**Run 1: met1 routing**

Scale: 8 px per um. Supply wires on this layer in grey.
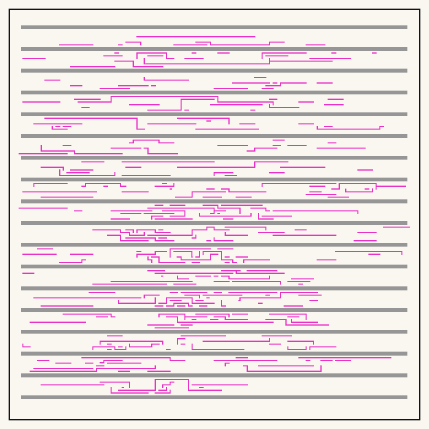
**Run 1: signal wires by layer**

Scale: 8 px per um. Two of the layers only.
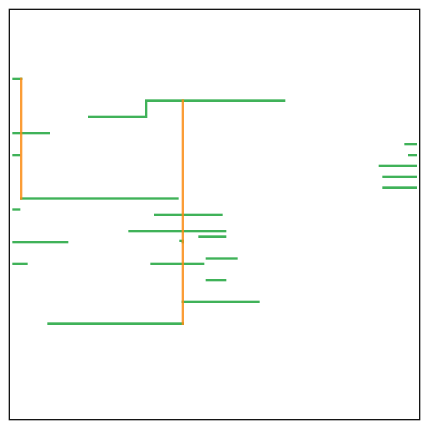
**Run 1: layout detail**

Region (11, 21) to (41, 51) um. Cells in grey, sequential cells in the stronger grey; small squares are vias.
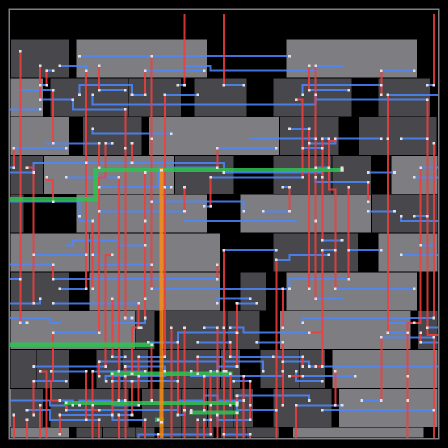
Design uart_rx, sky130hd; sources not shown.
==> flow_metrics.env, run 1 <==
# flow metrics
export IMPL_run_status="finished clean"
export IMPL_path_cells="clkdlybuf4s50_1"
export IMPL_top_cell="dfrtp_1"
export IMPL_share_comb_of_total_power_pct=30.1
export IMPL_worst_ep_arrival_time_ns=1.23
export IMPL_reg2reg_depth=4
export IMPL_post_synth_and_or_nand_nor_area_fraction_pct=10.1
export IMPL_tool_warnings=26
export IMPL_timing_critical_path_slowest_stage_cell="clkdlybuf4s50_1"
export IMPL_post_synth_top_area_fraction_pct=51.9
export IMPL_numClockSinks=31
export IMPL_grt_pass1_wl_mm=4.22
export IMPL_count_of_library_flops_with_an_enable_pin=0
export IMPL_cts_made_buffers=5
export IMPL_num_multi_input_gates=68
export IMPL_clk_share_pct=3.38
export IMPL_leakage_nw=0.823
export IMPL_cell_rows=17
export IMPL_finalInstanceArea_um2=1670
export IMPL_ys_warnings_count=0
export IMPL_worst_setup_sp_type="register"
export IMPL_floorplan_nets=117
Back to the opening pictures, 'met1 routing':
share of all routed wire	46%
nets with wire on the layer	127
main direction	horizontal
wire length on this layer	1130 um
global-route track usage on met1: 29.7%
post-detailed-routing wire length: 2.44 mm

Back to the opening pictures, 'signal wires by layer':
colour	layer	wire length
orange	M4	42.8 um
green	M3	138 um
detailed-route via count: 929
routed len/inst: 15.2 um
total global-route track usage: 23.2%

Back to the opening pictures, 'layout detail':
colour	layer
blue	M1
red	M2
green	M3
orange	M4
most frequent	dfrtp_1 (14), mux2_2 (7), mux2_4 (5)
sequential cells in the window	14
cells with their middle in the window	49

**Run 1: logic cells by family**

Scale: 10 px per um.
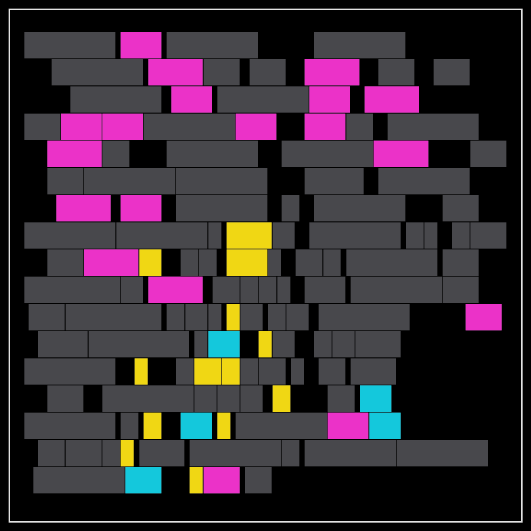

==> run 2, diff against run 1 <==
- CORE_UTILIZATION: 58 -> 48
- PLACE_DENSITY: 0.83 -> 0.73
- clock period: 2.9 -> 1.7 ns (I/O delays scaled with it)
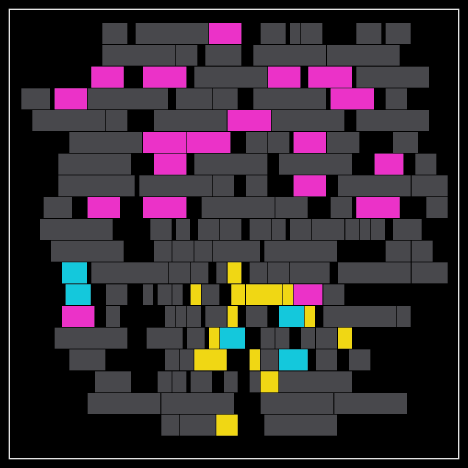
**Above:** run 2 (logic cells by family).
Scale: 8 px per um.
colour	family	cells
magenta	mux cells	19
yellow	nand cells	13
cyan	non-inverting ao/oa cells	5
final standard cell count with taps included and fillers excluded: 184
logic share of the area: 31.7%
most common cell after layout, fill and taps aside: dfrtp_1

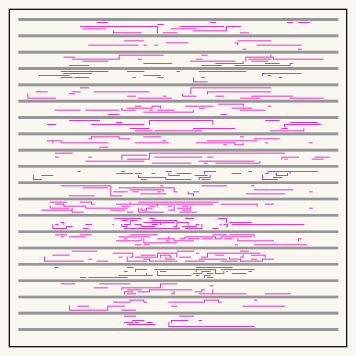
**Above:** run 2 (met1 routing).
Scale: 6 px per um. Supply wires on this layer in grey.
nets with wire on the layer	148
share of all routed wire	43%
longest straight run	22.5 um
main direction	horizontal
post-detailed-routing wire length: 2.68 mm
global-route track usage on met1: 23.3%
detailed-route via count: 1014

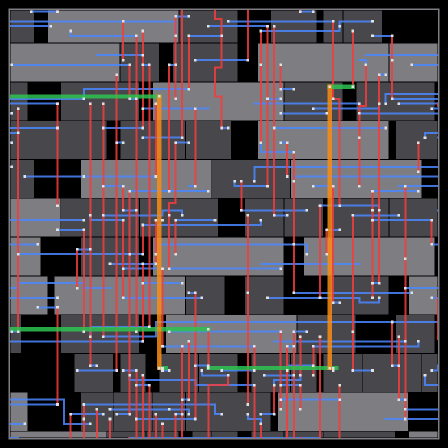
**Above:** run 2 (layout detail).
Region (13, 24) to (43, 54) um. Cells in grey, sequential cells in the stronger grey; small squares are vias.
colour	layer
red	M2
green	M3
blue	M1
orange	M4
cells with their middle in the window	54
most frequent	dfrtp_1 (12), buf_4 (9), mux2_4 (7)
sequential cells in the window	12

==> flow_metrics.env, run 2 <==
# flow metrics
export IMPL_setup_worst_path_end_class="register"
export IMPL_cts_hold_fix_buffers=0
export IMPL_synthArstFlopShare_pct=100
export IMPL_clock_buffer_count=7
export IMPL_timing_critical_path_slowest_stage_cell="dfrtp_1"
export IMPL_numClockSinks=31
export IMPL_cts_made_buffers=5
export IMPL_critical_path_class="reg -> reg"
export IMPL_final_max_slew_violation_count=0
export IMPL_clk_share_pct=3.23
export IMPL_grtUsageTotal_pct=18.4
export IMPL_power_ir_vdd_worst_uv=772
export IMPL_tool_warnings=26
export IMPL_synthesis_instances=109
export IMPL_finalInstanceArea_um2=1860
export IMPL_grt_pass1_wl_mm=4.29
export IMPL_worst_setup_sp_type="register"
export IMPL_reg2reg_depth=5
export IMPL_cell_rows=19
export IMPL_power_density_nw_per_um2=1090
export IMPL_count_of_library_flops_with_an_enable_pin=0
export IMPL_seqCellArea_um2=778
export IMPL_combGateArea_um2=589
export IMPL_grt_max_degree=19
export IMPL_wl_met2_mm=1.35
export IMPL_leakage_nw=1.05
export IMPL_drtIter0Drc=24
export IMPL_total_power_mw=2.03
export IMPL_ys_warnings_count=0
export IMPL_path_cells="ha_4, nand4_2, or3_4, buf_6, mux2_4"
export IMPL_yosys_dominant_comb_family="multiplexers"
export IMPL_share_comb_of_total_power_pct=34.0
export IMPL_power_clock_mw=0.439
export IMPL_detail_placement_hpwl_mm=1.73
export IMPL_final_signal_buffer_count=41
export IMPL_post_synth_top_area_fraction_pct=51.9
export IMPL_floorplan_nets=117
export IMPL_post_synth_and_or_nand_nor_area_fraction_pct=10.1
export IMPL_worst_ep_arrival_time_ns=1.87
export IMPL_grt_met2_usage_pct=28.7
export IMPL_top_cell="dfrtp_1"
export IMPL_routedWlPerCell_um=14.6
export IMPL_cts_max_level=2
export IMPL_num_multi_input_gates=68
export IMPL_sw_frac_of_total_pct=32.3
export IMPL_post_synth_top_area_cell="dfrtp_1"
export IMPL_run_status="finished clean"
export IMPL_clock_power_share_pct=21.7
